## src/rtl/can_pkg.sv

```systemverilog
// Shared types and constants for the CAN receive-to-DMA writer.
// Optional timestamp word is enabled with CAN_RX_DMA_TSTAMP_EN.
package can_pkg;

  typedef enum logic [2:0] {
    ST_IDLE,
    ST_LOAD,
    ST_ISSUE,
    ST_WAIT_DONE,
    ST_NEXT
  } can_state_e;

  typedef enum logic [1:0] {
    W_DATA_1,
    W_DATA_2,
    W_TSTAMP,
    W_STATUS
  } can_word_e;

  localparam int STAT_VALID_BIT = 31;
  localparam int STAT_OVF_BIT   = 30;
  localparam int STAT_SEQ_LSB   = 24;
  localparam int STAT_SEQ_W     = 6;
  localparam int STAT_DLC_LSB   = 16;
  localparam int STAT_ADDR_LSB  = 0;

  localparam logic [19:0] CAN_ADDR_STATUS = 20'hA0010;
  localparam logic [19:0] CAN_ADDR_DATA_1 = 20'hA0011;
  localparam logic [19:0] CAN_ADDR_DATA_2 = 20'hA0012;
  localparam logic [19:0] CAN_ADDR_TSTAMP = 20'hA0013;

`ifdef CAN_RX_DMA_TSTAMP_EN
  localparam logic [2:0] CAN_TS_WORDS = 3'd1;
`else
  localparam logic [2:0] CAN_TS_WORDS = 3'd0;
`endif

  typedef struct packed {
`ifdef CAN_RX_DMA_TSTAMP_EN
    logic [31:0] tstamp;
`endif
    logic [63:0] data;
    logic [3:0]  dlc;
    logic [5:0]  addr;
  } can_entry_t;

  // DLC codes 9..15 behave as 8 for word selection only.
  function automatic logic [2:0] data_words(input logic [3:0] dlc);
    logic [3:0] eff;
    eff = (dlc > 4'd8) ? 4'd8 : dlc;
    if (eff == 4'd0)      return 3'd0;
    else if (eff <= 4'd4) return 3'd1;
    else                  return 3'd2;
  endfunction

  function automatic logic [2:0] word_count(input logic [3:0] dlc);
    return data_words(dlc) + CAN_TS_WORDS + 3'd1;
  endfunction

  function automatic can_word_e word_kind(input logic [3:0] dlc, input logic [2:0] idx);
    logic [2:0] nd;
    nd = data_words(dlc);
    if (idx < nd) return (idx == 3'd0) ? W_DATA_1 : W_DATA_2;
    if ((CAN_TS_WORDS != 3'd0) && (idx == nd)) return W_TSTAMP;
    return W_STATUS;
  endfunction

endpackage

```

## src/rtl/can_rx_fifo.sv

```systemverilog
// Show-ahead frame FIFO; a push on a full FIFO is accepted when a pop
// happens in the same cycle.
module can_rx_fifo #(
  parameter int WIDTH = 8,
  parameter int DEPTH = 4
) (
  input  logic             clk_i,
  input  logic             rst_i,
  input  logic             push_i,
  input  logic             pop_i,
  input  logic [WIDTH-1:0] din_i,
  output logic [WIDTH-1:0] dout_o,
  output logic             full_o,
  output logic             empty_o
);

  localparam int AW = (DEPTH > 1) ? $clog2(DEPTH) : 1;

  logic [WIDTH-1:0] mem_q [DEPTH];
  logic [AW:0]      wr_ptr_q, wr_ptr_d;
  logic [AW:0]      rd_ptr_q, rd_ptr_d;
  logic             do_push, do_pop;

  always_comb begin
    empty_o  = (wr_ptr_q == rd_ptr_q);
    full_o   = (wr_ptr_q[AW] != rd_ptr_q[AW]) && (wr_ptr_q[AW-1:0] == rd_ptr_q[AW-1:0]);
    do_pop   = pop_i && !empty_o;
    do_push  = push_i && (!full_o || do_pop);
    wr_ptr_d = wr_ptr_q;
    rd_ptr_d = rd_ptr_q;
    if (do_push) wr_ptr_d = wr_ptr_q + 1'b1;
    if (do_pop)  rd_ptr_d = rd_ptr_q + 1'b1;
  end

  always_ff @(posedge clk_i or negedge rst_i) begin
    if (!rst_i) begin
      wr_ptr_q <= '0;
      rd_ptr_q <= '0;
    end else begin
      wr_ptr_q <= wr_ptr_d;
      rd_ptr_q <= rd_ptr_d;
    end
  end

  always_ff @(posedge clk_i) begin
    if (do_push) mem_q[wr_ptr_q[AW-1:0]] <= din_i;
  end

  assign dout_o = mem_q[rd_ptr_q[AW-1:0]];

endmodule

```

## src/rtl/can_rx_dma_wr.sv

```systemverilog
// Buffers received CAN frames and writes data/status words to fixed DMA
// addresses. Define CAN_RX_DMA_TSTAMP_EN to add a timestamp word.
module can_rx_dma_wr
  import can_pkg::*;
#(
  parameter int DATA_WIDTH = 32,
  parameter int ADDR_WIDTH = 20,
  parameter int FIFO_DEPTH = 4,
  parameter logic [ADDR_WIDTH-1:0] ADDR_DATA_1 = ADDR_WIDTH'(CAN_ADDR_DATA_1),
  parameter logic [ADDR_WIDTH-1:0] ADDR_DATA_2 = ADDR_WIDTH'(CAN_ADDR_DATA_2),
  parameter logic [ADDR_WIDTH-1:0] ADDR_STATUS = ADDR_WIDTH'(CAN_ADDR_STATUS),
  parameter logic [ADDR_WIDTH-1:0] ADDR_TSTAMP = ADDR_WIDTH'(CAN_ADDR_TSTAMP)
) (
  input  logic                  clk_i,
  input  logic                  rst_i,
  input  logic                  rx_frame_ready_i,
  input  logic [63:0]           rx_data_i,
  input  logic [3:0]            rx_dlc_i,
  input  logic [5:0]            rx_remote_addr_i,
  output logic [DATA_WIDTH-1:0] data_wr,
  output logic [ADDR_WIDTH-1:0] addr_wr,
  output logic                  wr_en,
  input  logic                  wr_done,
  input  logic                  wr_busy,
  output logic                  busy_o,
  output logic [7:0]            frame_count_o,
  output logic [7:0]            drop_count_o
);

  localparam int ENTRY_W = $bits(can_entry_t);

  can_state_e            state_q, state_d;
  can_entry_t            work_q, work_d;
  can_entry_t            push_entry, head_entry;
  logic [2:0]            idx_q, idx_d;
  logic [DATA_WIDTH-1:0] data_wr_q, data_wr_d;
  logic [ADDR_WIDTH-1:0] addr_wr_q, addr_wr_d;
  logic                  ovf_q, ovf_d;
  logic [5:0]            seq_q, seq_d;
  logic [7:0]            frame_cnt_q, frame_cnt_d;
  logic [7:0]            drop_cnt_q, drop_cnt_d;
  logic [ENTRY_W-1:0]    fifo_dout;
  logic                  fifo_full, fifo_empty, fifo_pop;
  logic                  drop, status_done;
  can_word_e             load_kind, idx_kind;

  function automatic logic [31:0] word_data(input can_entry_t e, input can_word_e k,
                                            input logic ovf, input logic [5:0] seq);
    logic [31:0] w;
    w = '0;
    case (k)
      W_DATA_1: w = e.data[31:0];
      W_DATA_2: w = e.data[63:32];
`ifdef CAN_RX_DMA_TSTAMP_EN
      W_TSTAMP: w = e.tstamp;
`endif
      default: begin
        w[STAT_VALID_BIT]                 = 1'b1;
        w[STAT_OVF_BIT]                   = ovf;
        w[STAT_SEQ_LSB +: STAT_SEQ_W]     = seq;
        w[STAT_DLC_LSB +: 4]              = e.dlc;
        w[STAT_ADDR_LSB +: 6]             = e.addr;
      end
    endcase
    return w;
  endfunction

  function automatic logic [ADDR_WIDTH-1:0] word_addr(input can_word_e k);
    case (k)
      W_DATA_1: return ADDR_DATA_1;
      W_DATA_2: return ADDR_DATA_2;
      W_TSTAMP: return ADDR_TSTAMP;
      default:  return ADDR_STATUS;
    endcase
  endfunction

`ifdef CAN_RX_DMA_TSTAMP_EN
  logic [31:0] ts_cnt_q;

  always_ff @(posedge clk_i or negedge rst_i) begin
    if (!rst_i) ts_cnt_q <= '0;
    else        ts_cnt_q <= ts_cnt_q + 32'd1;
  end
`endif

  always_comb begin
    push_entry        = '0;
    push_entry.data   = rx_data_i;
    push_entry.dlc    = rx_dlc_i;
    push_entry.addr   = rx_remote_addr_i;
`ifdef CAN_RX_DMA_TSTAMP_EN
    push_entry.tstamp = ts_cnt_q;
`endif
  end

  can_rx_fifo #(
    .WIDTH (ENTRY_W),
    .DEPTH (FIFO_DEPTH)
  ) u_fifo (
    .clk_i   (clk_i),
    .rst_i   (rst_i),
    .push_i  (rx_frame_ready_i),
    .pop_i   (fifo_pop),
    .din_i   (push_entry),
    .dout_o  (fifo_dout),
    .full_o  (fifo_full),
    .empty_o (fifo_empty)
  );

  assign head_entry = fifo_dout;
  assign fifo_pop   = (state_q == ST_LOAD);
  assign drop       = rx_frame_ready_i && fifo_full && !fifo_pop;
  assign load_kind  = word_kind(head_entry.dlc, 3'd0);
  assign idx_kind   = word_kind(work_q.dlc, idx_q);

  always_comb begin
    state_d     = state_q;
    work_d      = work_q;
    idx_d       = idx_q;
    data_wr_d   = data_wr_q;
    addr_wr_d   = addr_wr_q;
    ovf_d       = ovf_q;
    seq_d       = seq_q;
    frame_cnt_d = frame_cnt_q;
    drop_cnt_d  = drop_cnt_q;
    status_done = 1'b0;

    case (state_q)
      ST_IDLE: begin
        if (!fifo_empty) state_d = ST_LOAD;
      end
      ST_LOAD: begin
        work_d    = head_entry;
        idx_d     = 3'd0;
        data_wr_d = DATA_WIDTH'(word_data(head_entry, load_kind, ovf_q, seq_q));
        addr_wr_d = word_addr(load_kind);
        state_d   = ST_ISSUE;
      end
      ST_ISSUE: begin
        if (!wr_busy) state_d = ST_WAIT_DONE;
      end
      ST_WAIT_DONE: begin
        if (wr_done) begin
          idx_d       = idx_q + 3'd1;
          status_done = (idx_kind == W_STATUS);
          state_d     = ST_NEXT;
        end
      end
      ST_NEXT: begin
        if (idx_q < word_count(work_q.dlc)) begin
          data_wr_d = DATA_WIDTH'(word_data(work_q, idx_kind, ovf_q, seq_q));
          addr_wr_d = word_addr(idx_kind);
          state_d   = ST_ISSUE;
        end else begin
          data_wr_d = '0;
          addr_wr_d = '0;
          state_d   = ST_IDLE;
        end
      end
      default: state_d = ST_IDLE;
    endcase

    // Only clear the flag the completed status word actually reported, so a
    // drop landing while that word was in flight is not lost.
    if (status_done) begin
      seq_d       = seq_q + 6'd1;
      frame_cnt_d = frame_cnt_q + 8'd1;
      if (data_wr_q[STAT_OVF_BIT]) ovf_d = 1'b0;
    end

    if (drop) begin
      ovf_d = 1'b1;
      if (drop_cnt_q != 8'hFF) drop_cnt_d = drop_cnt_q + 8'd1;
    end
  end

  always_ff @(posedge clk_i or negedge rst_i) begin
    if (!rst_i) begin
      state_q     <= ST_IDLE;
      work_q      <= '0;
      idx_q       <= '0;
      data_wr_q   <= '0;
      addr_wr_q   <= '0;
      ovf_q       <= 1'b0;
      seq_q       <= '0;
      frame_cnt_q <= '0;
      drop_cnt_q  <= '0;
    end else begin
      state_q     <= state_d;
      work_q      <= work_d;
      idx_q       <= idx_d;
      data_wr_q   <= data_wr_d;
      addr_wr_q   <= addr_wr_d;
      ovf_q       <= ovf_d;
      seq_q       <= seq_d;
      frame_cnt_q <= frame_cnt_d;
      drop_cnt_q  <= drop_cnt_d;
    end
  end

  assign wr_en         = (state_q == ST_ISSUE) && !wr_busy;
  assign data_wr       = data_wr_q;
  assign addr_wr       = addr_wr_q;
  assign busy_o        = (state_q != ST_IDLE) || !fifo_empty;
  assign frame_count_o = frame_cnt_q;
  assign drop_count_o  = drop_cnt_q;

endmodule

```

## config.mk

```make
export PLATFORM = sky130hd
export DESIGN_NAME = can_rx_dma_wr
export DESIGN_NICKNAME = d
export VERILOG_FILES = /design/src/rtl/can_pkg.sv /design/src/rtl/can_rx_fifo.sv /design/src/rtl/can_rx_dma_wr.sv
export SDC_FILE = /design/constraint.sdc
export NUM_CORES = 1
export LEC_CHECK = 0
export ABC_AREA = 1
export CORE_MARGIN = 1.5
export CORE_UTILIZATION = 40
export DETAILED_ROUTE_END_ITERATION = 12
export GPL_TIMING_DRIVEN = 0
export PLACE_DENSITY = 0.57
export SETUP_SLACK_MARGIN = 0.15
export SKIP_CTS_REPAIR_TIMING = 1
export SYNTH_ARGS = -nofsm -noshare
export SYNTH_HDL_FRONTEND = slang
export SYNTH_HIERARCHICAL = 1
export SYNTH_SLANG_ARGS = --single-unit
```

## constraint.sdc

```tcl
create_clock -name clk_i -period 6.65 [get_ports clk_i]
set_input_delay 1.6625 -clock clk_i [delete_from_list [all_inputs] [get_ports clk_i]]
set_output_delay 1.6625 -clock clk_i [all_outputs]
set_load 0.005 [all_outputs]
```

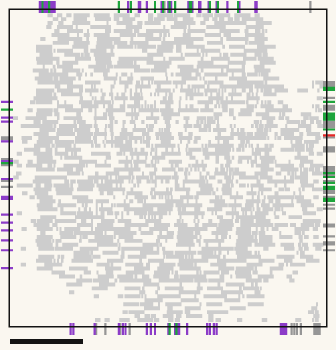
Figure 1: ports around the boundary.
Bar = 50 µm. Pins as bars across the die edge, other pins in gray.
[`rx_data_i`] purple | pins: 64 | direction: input | edge: 27 north, 23 south, 14 west
[`data_wr`] green | pins: 32 | direction: output | edge: 15 east, 13 north, 2 south, 2 west
[`wr_en`] red | pins: 1 | direction: output | edge: east
all pins by edge: 47 east, 42 north, 38 south, 22 west
die width: 217.1 µm
Die Y: 217.1 µm
IO Port Bufs: 133

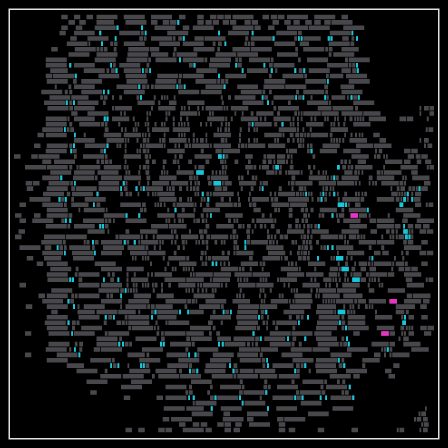
Figure 2: selected gate families.
[nor cells] cyan | cells: 198 | most used: nor2_1 | where: widely spread
[mux cells] magenta | cells: 3 | most used: mux2_2
final cell count without fillers: 2521
multi-input combinational area share: 22.64%

==> CHANGELOG.md <==
### Changed

* Status: finished, final reports clean
* Reg2reg end: data_wr[5]
* Total power at 11.02 mW
* Vias in the first global route at 12757
* Synth cell types at 41
* Fin worst setup slack at 1.823 ns
* CP peak stage delay at 0.82 ns
* Iteration-0 DRC count of the detailed router at 1176
* Yosys Instances at 1676
* Final Core Density at 49.19%
* WP buf/inv at 4
* Setup violators final at 0
* H-tree depth at 2
* Reg-to-Reg Start: u_fifo/rd_ptr_q[0]
* WS Path Type: flip-flop to output port
* Worst-path clk slew at 0.06 ns
* Flip-flops with a built-in enable at 296
* Worst vdd ir at 216.2 µV
* Crit path capture: busy_o
* Placed insts at 2435
* Core box area at 45280 µm²
* Worst skew pair latency at 0.58 ns
* Hold slack at 0.4820 ns
* Final setup TNS at 0 ns
* Met3 routed WL at 3.106 mm
* Initial antenna violation count at 0
* Post-DP HPWL at 35.37 mm
* 1st-pass router iterations at 5
* RSZ-0062 raised after global routing: false
* Mapped Area at 18330 µm²
* TritonCTS buffer count at 47
* # rows at 78
* Die Area at 47120 µm²
* Gr usage total at 22.08%
* Hold Crit Depth at 2
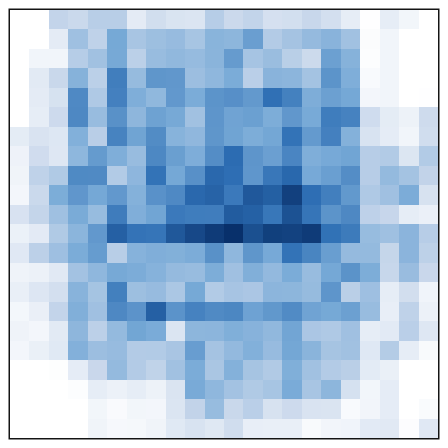
Figure 3: routed metal per tile.
The die is cut into 22 by 22 equal tiles; white is low, dark blue is high, scaled to the fullest tile. Values are wire area over tile area, all layers added.
mean over tiles: 0.18
fullest tile: 0.49
tiles over half the peak: 27%
emptiest ninth of the die: south-west
nearly empty tiles: 8.5%
densest ninth of the die: center
wire per inst: 20.36 µm
Post-Route WL: 51.32 mm

[kinds of logic (layout without fill, tap and decap cells)]
group                    after synthesis  in the layout  synth area share (%)
flip-flops                           440            440                 68.15
AND/OR/NAND/NOR                      711            711                 16.40
other                                  1             15               0.02046
XOR/XNOR                              18             18                0.8601
multiplexers                           3              3                0.1843
buffers and inverters                193            424                 4.792
adder cells (fa/ha/maj)               14             14                0.9556
AND-OR/OR-AND                        296            296                 8.635
[final cells by class]
type | instances | area (µm²) | area share [%]
plain buffers | 111 | 568.0 | 2.550
flip-flops and latches | 440 | 12490 | 56.08
well taps | 600 | 750.7 | 3.370
clock inverters | 15 | 142.6 | 0.6403
repair buffers | 145 | 1610 | 7.229
inverters | 82 | 310.3 | 1.393
clock buffers | 71 | 1359 | 6.100
multi-input cells | 1057 | 5042 | 22.64
[worst reg2reg max path, stage by stage (launching register included)]
cell      delay, ns
dfrtp_1        0.66
buf_4          0.37
inv_2          0.28
clkbuf_1       0.47
o21ai_0        0.15
o22ai_1        0.43
nor2_1         0.10
nand2_1        0.33
clkbuf_1       0.46
o21ai_0        0.19
o21ai_0        0.19
nand3_1        0.23
nand2_1        0.12
inv_1          0.04
[registers in the layout (all words and copies together), names as in the netlist]
name	flops
addr_wr	3
ovf_q	1
frame_count_o	8
u_fifo/rd_ptr_q	3
data_wr	32
idx_q	3
seq_q	6
work_q	74
u_fifo/wr_ptr_q	3
u_fifo/mem_q	296
state_q	3
drop_count_o	8
[power groups by stage]
stage | registers (mW) | clock network [mW] | logic [mW]
CTS | 4.17 | 2.62 | 4.28
global placement | 4.31 | 0 | 4.09
detailed placement | 4.22 | 0 | 4.26
floorplan | 4.09 | 0 | 2.56
finish | 4.18 | 2.57 | 4.27
global route | 4.24 | 2.73 | 4.73
No activity file was given, so power comes from the tool's default toggle rates.
